Design mul_int_arb, sky130hd; sources not shown.
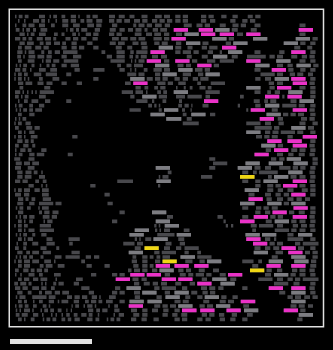
Figure 1: run 1, sequential cells grouped by signal name.
The bar under the picture is 50 µm long. Other sequential cells in the stronger gray, the rest of the logic in the fainter gray.
color	netlist name	sequential cells
yellow	rsp1_tag	4
magenta	rsp1_res	64
not colored	83
Seq. pwr: 5.67 mW
fraction of area in registers: 27.1%
Layout Utilization: 39.9%
register area: 0.00378 mm²

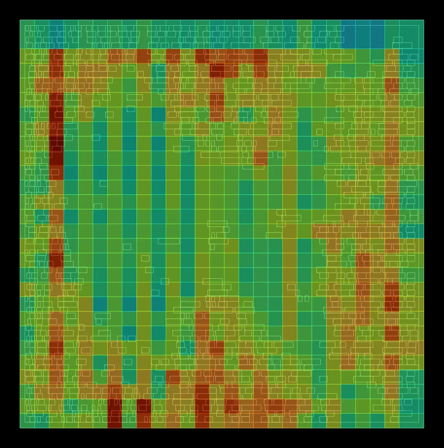
Figure 2: run 1, routing congestion map.
met3 Usage GRT: 4.78%
GRT Overall Usage: 16.1%

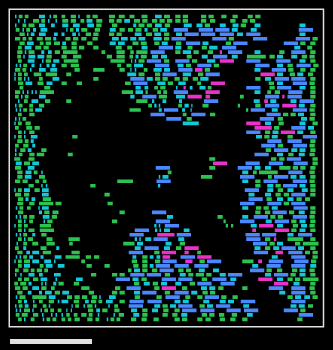
Figure 3: run 1, cells colored by class.
The bar under the picture is 50 µm long.
color	class	cells	share of their area
cyan	all other logic	372	25%
magenta	clock drivers and dummy loads	32	4.5%
blue	flip-flops	151	28%
green	other buffers and delay cells	552	43%
Final Instance Area: 0.0140 mm²
CORE AREA: 0.0350 mm²
row cnt: 69

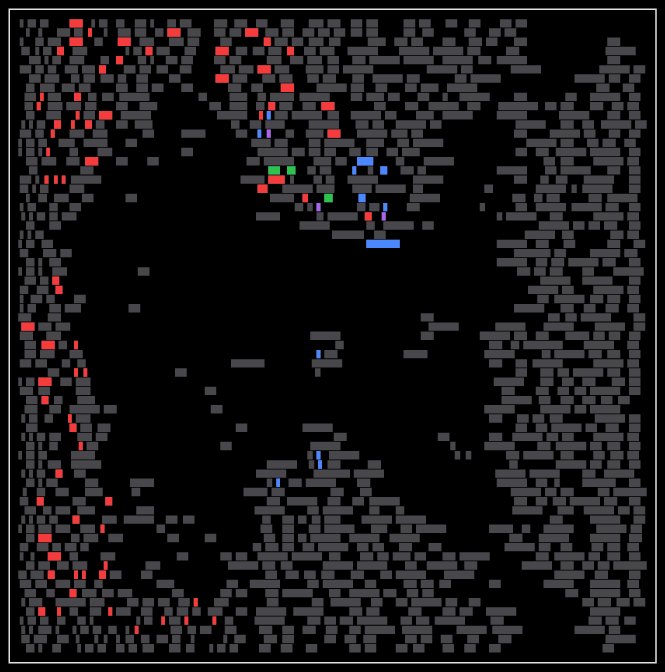
Figure 4: run 1, gate-type map.
color	family	cells
red	NOR gates	71
green	AND-OR and OR-AND gates	3
blue	NAND gates	12
purple	inverters	3
most frequent logic cell in the layout: clkdlybuf4s50_1
Non-Filler Instances: 1,570

==> impl_metrics.csv, run 1 <==
group,metric,value,unit
global_routing,grt_pass1_wl,43600,µm
floorplan,tap_cells,461,
power,power_leader,"combinational cells",
final_timing,finalHoldViolations,0,
final_layout,seq_cell_count,151,
detailed_routing,dr_wl_met2,16200,µm
final_timing,fmax,0.479,GHz
logic_synthesis,ys_sh_xor,0,%
detailed_routing,vias,6426,
power,swShare,36.5,%
detailed_routing,dr.max_layer_used,"met4",
power,pg_clk,3.40,mW
final_timing,finalWorstSetupSlack,-0.188,ns
clocking,clk_path_buf_depth,2,
detailed_routing,wl_met1,11600,µm
clocking,h-tree-depth,4,
final_layout,drive_above_1_share,43.2,%
power,total_power,19.9,mW
final_layout,comb_share,23.6,%
floorplan,chipWidth,191,µm
clocking,ctsResizeCount,497,
final_timing,setup_violations,68,
critical_path,max_stage_delay,0.41,ns
clocking,clk_pin_slew,0.07,ns
power,internal-power,12.6,mW
logic_synthesis,edf_count,0,
hold_path,hold_class,"in2reg",
final_layout,n_fill_cell,3737,
final_layout,logic_gates,369,
detailed_routing,avgViaCountPerCell,4.09,
critical_path,critical_path.max_fanout,6,
logic_synthesis,ys_chip_area,0.00705,mm²
floorplan,fp.dieH,193,µm
logic_synthesis,syn_inst,563,
final_layout,nNonClkBuffers,552,
logic_synthesis,top_cell_area_share,53.6,%
logic_synthesis,synth.avg_cell_area,12.5,µm²
final_layout,clkbuf_count,21,
logic_synthesis,ys_ff,151,
logic_synthesis,synth_top_cell_by_count,"dfrtp_1",
detailed_routing,wire_per_inst,19.7,µm
power,clock_power_share,17.1,%
final_layout,largestClassByArea,"non-clock buffers",
clocking,hold_buffers,4,
global_routing,met2_usage,29.2,%
critical_path,crit_top_cell,"buf_6",
placed_design,dp_cells,1502,
final_layout,bufAreaShareNonClock,40.8,%
detailed_routing,route.detailed.drc,0,
logic_synthesis,common_cells,"dfrtp_1 (151), mux2_2 (131), a22oi_1 (69), nor2_1 (67), buf_4 (64)",
critical_path,reg2reg_slack,0.11,ns
final_layout,logic_area,0.00329,mm²
status,violations,"setup timing",
status,outcome,"finished, violations left",
global_routing,grt_antenna_before_repair,3,
final_layout,layout_top_cells,"clkdlybuf4s50_1 (344), dfrtp_1 (150), mux2_2 (131)",
critical_path,critPathTopFamily,"buffers and inverters",
critical_path,cp-start-kind,"flip-flop",
placed_design,gp_congestion,0.778,
clocking,cts_buffers,17,
final_layout,syn2layout_area_growth,97.8,%
final_layout,inverters,3,
final_timing,finalMaxSlewViolations,0,
critical_path,cp.depth,7,
logic_synthesis,yosys.stat.seqShare,53.6,%
logic_synthesis,area_leaders,"dfrtp_1 (54%), mux2_2 (21%), a22oi_1 (7.3%), buf_4 (6.8%), nor2_1 (3.6%)",
final_timing,fin_crit_sh,110,%
global_routing,grt_pass1_vias,6951,
Figure 5. Clock distribution (run 1).
The bar under the picture is 50 µm long.
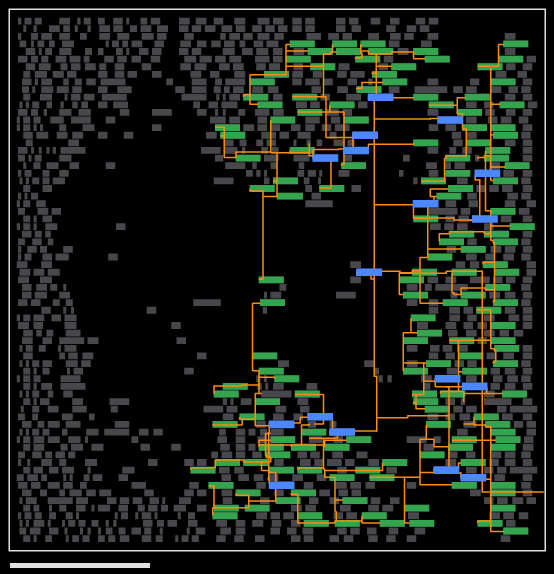

## Run 2: what changed since run 1
- PLACE_DENSITY: 0.74 -> default
- PLACE_DENSITY_LB_ADDON: default -> 0.3
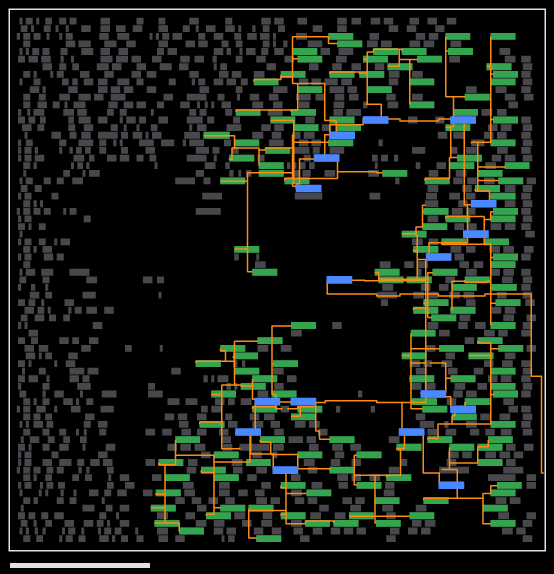
Figure 6: run 2, clock distribution.
The bar under the picture is 50 µm long.
[orange] clock wires | length: 2,140 µm
[green] flip-flops | count: 151
[blue] cells driving clock nets | count: 17
routed clock nets	18
Latency at later pin: 0.43 ns
Clk pwr share: 17.6%
Clk power: 3.39 mW

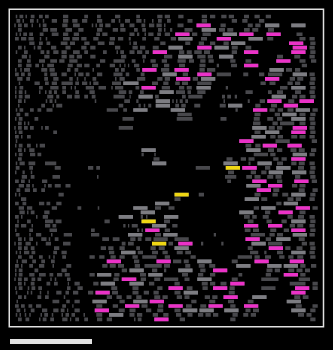
Figure 7: run 2, sequential cells grouped by signal name.
The bar under the picture is 50 µm long. Other sequential cells in the stronger gray, the rest of the logic in the fainter gray.
color	netlist name	sequential cells
magenta	rsp1_res	64
yellow	rsp1_tag	4
not colored	83
fraction of area in registers: 29.1%
Seq. pwr: 5.62 mW
Layout Utilization: 37.2%

==> run 2 against run 1 <==
Effect of this change: the flow finishes with violations (hold timing, setup timing); register-to-register slack about the same; area after synthesis did not move; via count down 3.8%; critical endpoint is now mul_b[1]; final cell count down 1.7%; global-route usage down 0.87 points; sequential share of layout area rose by 2.0 points.
==> impl_metrics.csv, run 2 <==
group,metric,value,unit
final_layout,seq_cell_count,151,
floorplan,dieArea,0.0369,mm²
critical_path,max_stage_delay,0.44,ns
logic_synthesis,ys_sh_xor,0,%
global_routing,grtUsageTotal,15.2,%
status,outcome,"finished, violations left",
final_layout,clkbuf_count,20,
logic_synthesis,ys_chip_area,0.00705,mm²
final_layout,final_net_count,1279,
global_routing,met3_usage,5.54,%
critical_path,cp_num_buf_inv,4,
final_layout,logic_area,0.00295,mm²
detailed_routing,vias,6181,
power,power.switching,6.99,mW
final_timing,finalMaxSlewViolations,0,
floorplan,fp.dieH,193,µm
final_layout,drive_above_1_share,36.1,%
logic_synthesis,top_cell_area_share,53.6,%
hold_path,hold_class,"in2async",
final_layout,comb_share,22.7,%
floorplan,core.rowCount,69,
status,violations,"hold timing, setup timing",
global_routing,met2_usage,27.7,%
floorplan,tap_cells,461,
detailed_routing,avgViaCountPerCell,4.00,
final_layout,lay_top_count,"clkdlybuf4s50_1",
final_timing,fmax,0.497,GHz
logic_synthesis,common_cells,"dfrtp_1 (151), mux2_2 (131), a22oi_1 (69), nor2_1 (67), buf_4 (64)",
final_layout,layout_top_cells,"clkdlybuf4s50_1 (344), dfrtp_1 (150), mux2_2 (131), buf_4 (131), conb_1 (64)",
final_timing,finalHoldViolations,70,
placed_design,gp_congestion,0.774,
final_layout,largestClassByArea,"non-clock buffers",
clocking,cts_buffers,17,
final_timing,fin_crit_sh,106,%
detailed_routing,drt_pre_antenna_iters,4,
final_layout,syn2layout_area_growth,84.2,%
power,swShare,36.3,%
clocking,ctsResizeCount,436,
power,total_power,19.2,mW
global_routing,grt_pass1_wl,41500,µm
clocking,clk_pin_slew,0.06,ns
final_timing,holdWs,-0.381,ns
clocking,clk_path_buf_depth,2,
critical_path,reg2reg_slack,0.12,ns
final_layout,bufAreaShareNonClock,39.1,%
critical_path,critPathTopFamily,"buffers and inverters",
final_layout,n_fill_cell,3848,
logic_synthesis,syn_inst,563,
detailed_routing,dr_wl_met2,15300,µm
critical_path,cp-start-kind,"flip-flop",
placed_design,dp_cells,1502,
power,power_leader,"combinational cells",
detailed_routing,dr.max_layer_used,"met4",
final_layout,inverters,3,
logic_synthesis,synth_top_cell_by_count,"dfrtp_1",
final_timing,setup_violations,67,
floorplan,core_area,0.0350,mm²
final_layout,flop_area,0.00378,mm²
detailed_routing,wl_met1,10800,µm
power,internal-power,12.2,mW
logic_synthesis,area_leaders,"dfrtp_1 (54%), mux2_2 (21%), a22oi_1 (7.3%), buf_4 (6.8%), nor2_1 (3.6%)",
power,peakVddDrop,794,µV
final_layout,final_area,0.0130,mm²
detailed_routing,route.detailed.drc,0,
detailed_routing,drt_iter0_markers,144,
logic_synthesis,synth.avg_cell_area,12.5,µm²
final_layout,logic_gates,369,
final_layout,stdcell_count,1544,
logic_synthesis,ys_ff,151,
final_timing,finalWorstSetupSlack,-0.111,ns
detailed_routing,wire_per_inst,18.8,µm
critical_path,critical_path.max_fanout,10,
global_routing,grt_antenna_before_repair,0,
final_layout,nNonClkBuffers,529,
Power is estimated from default activity; no workload was simulated.
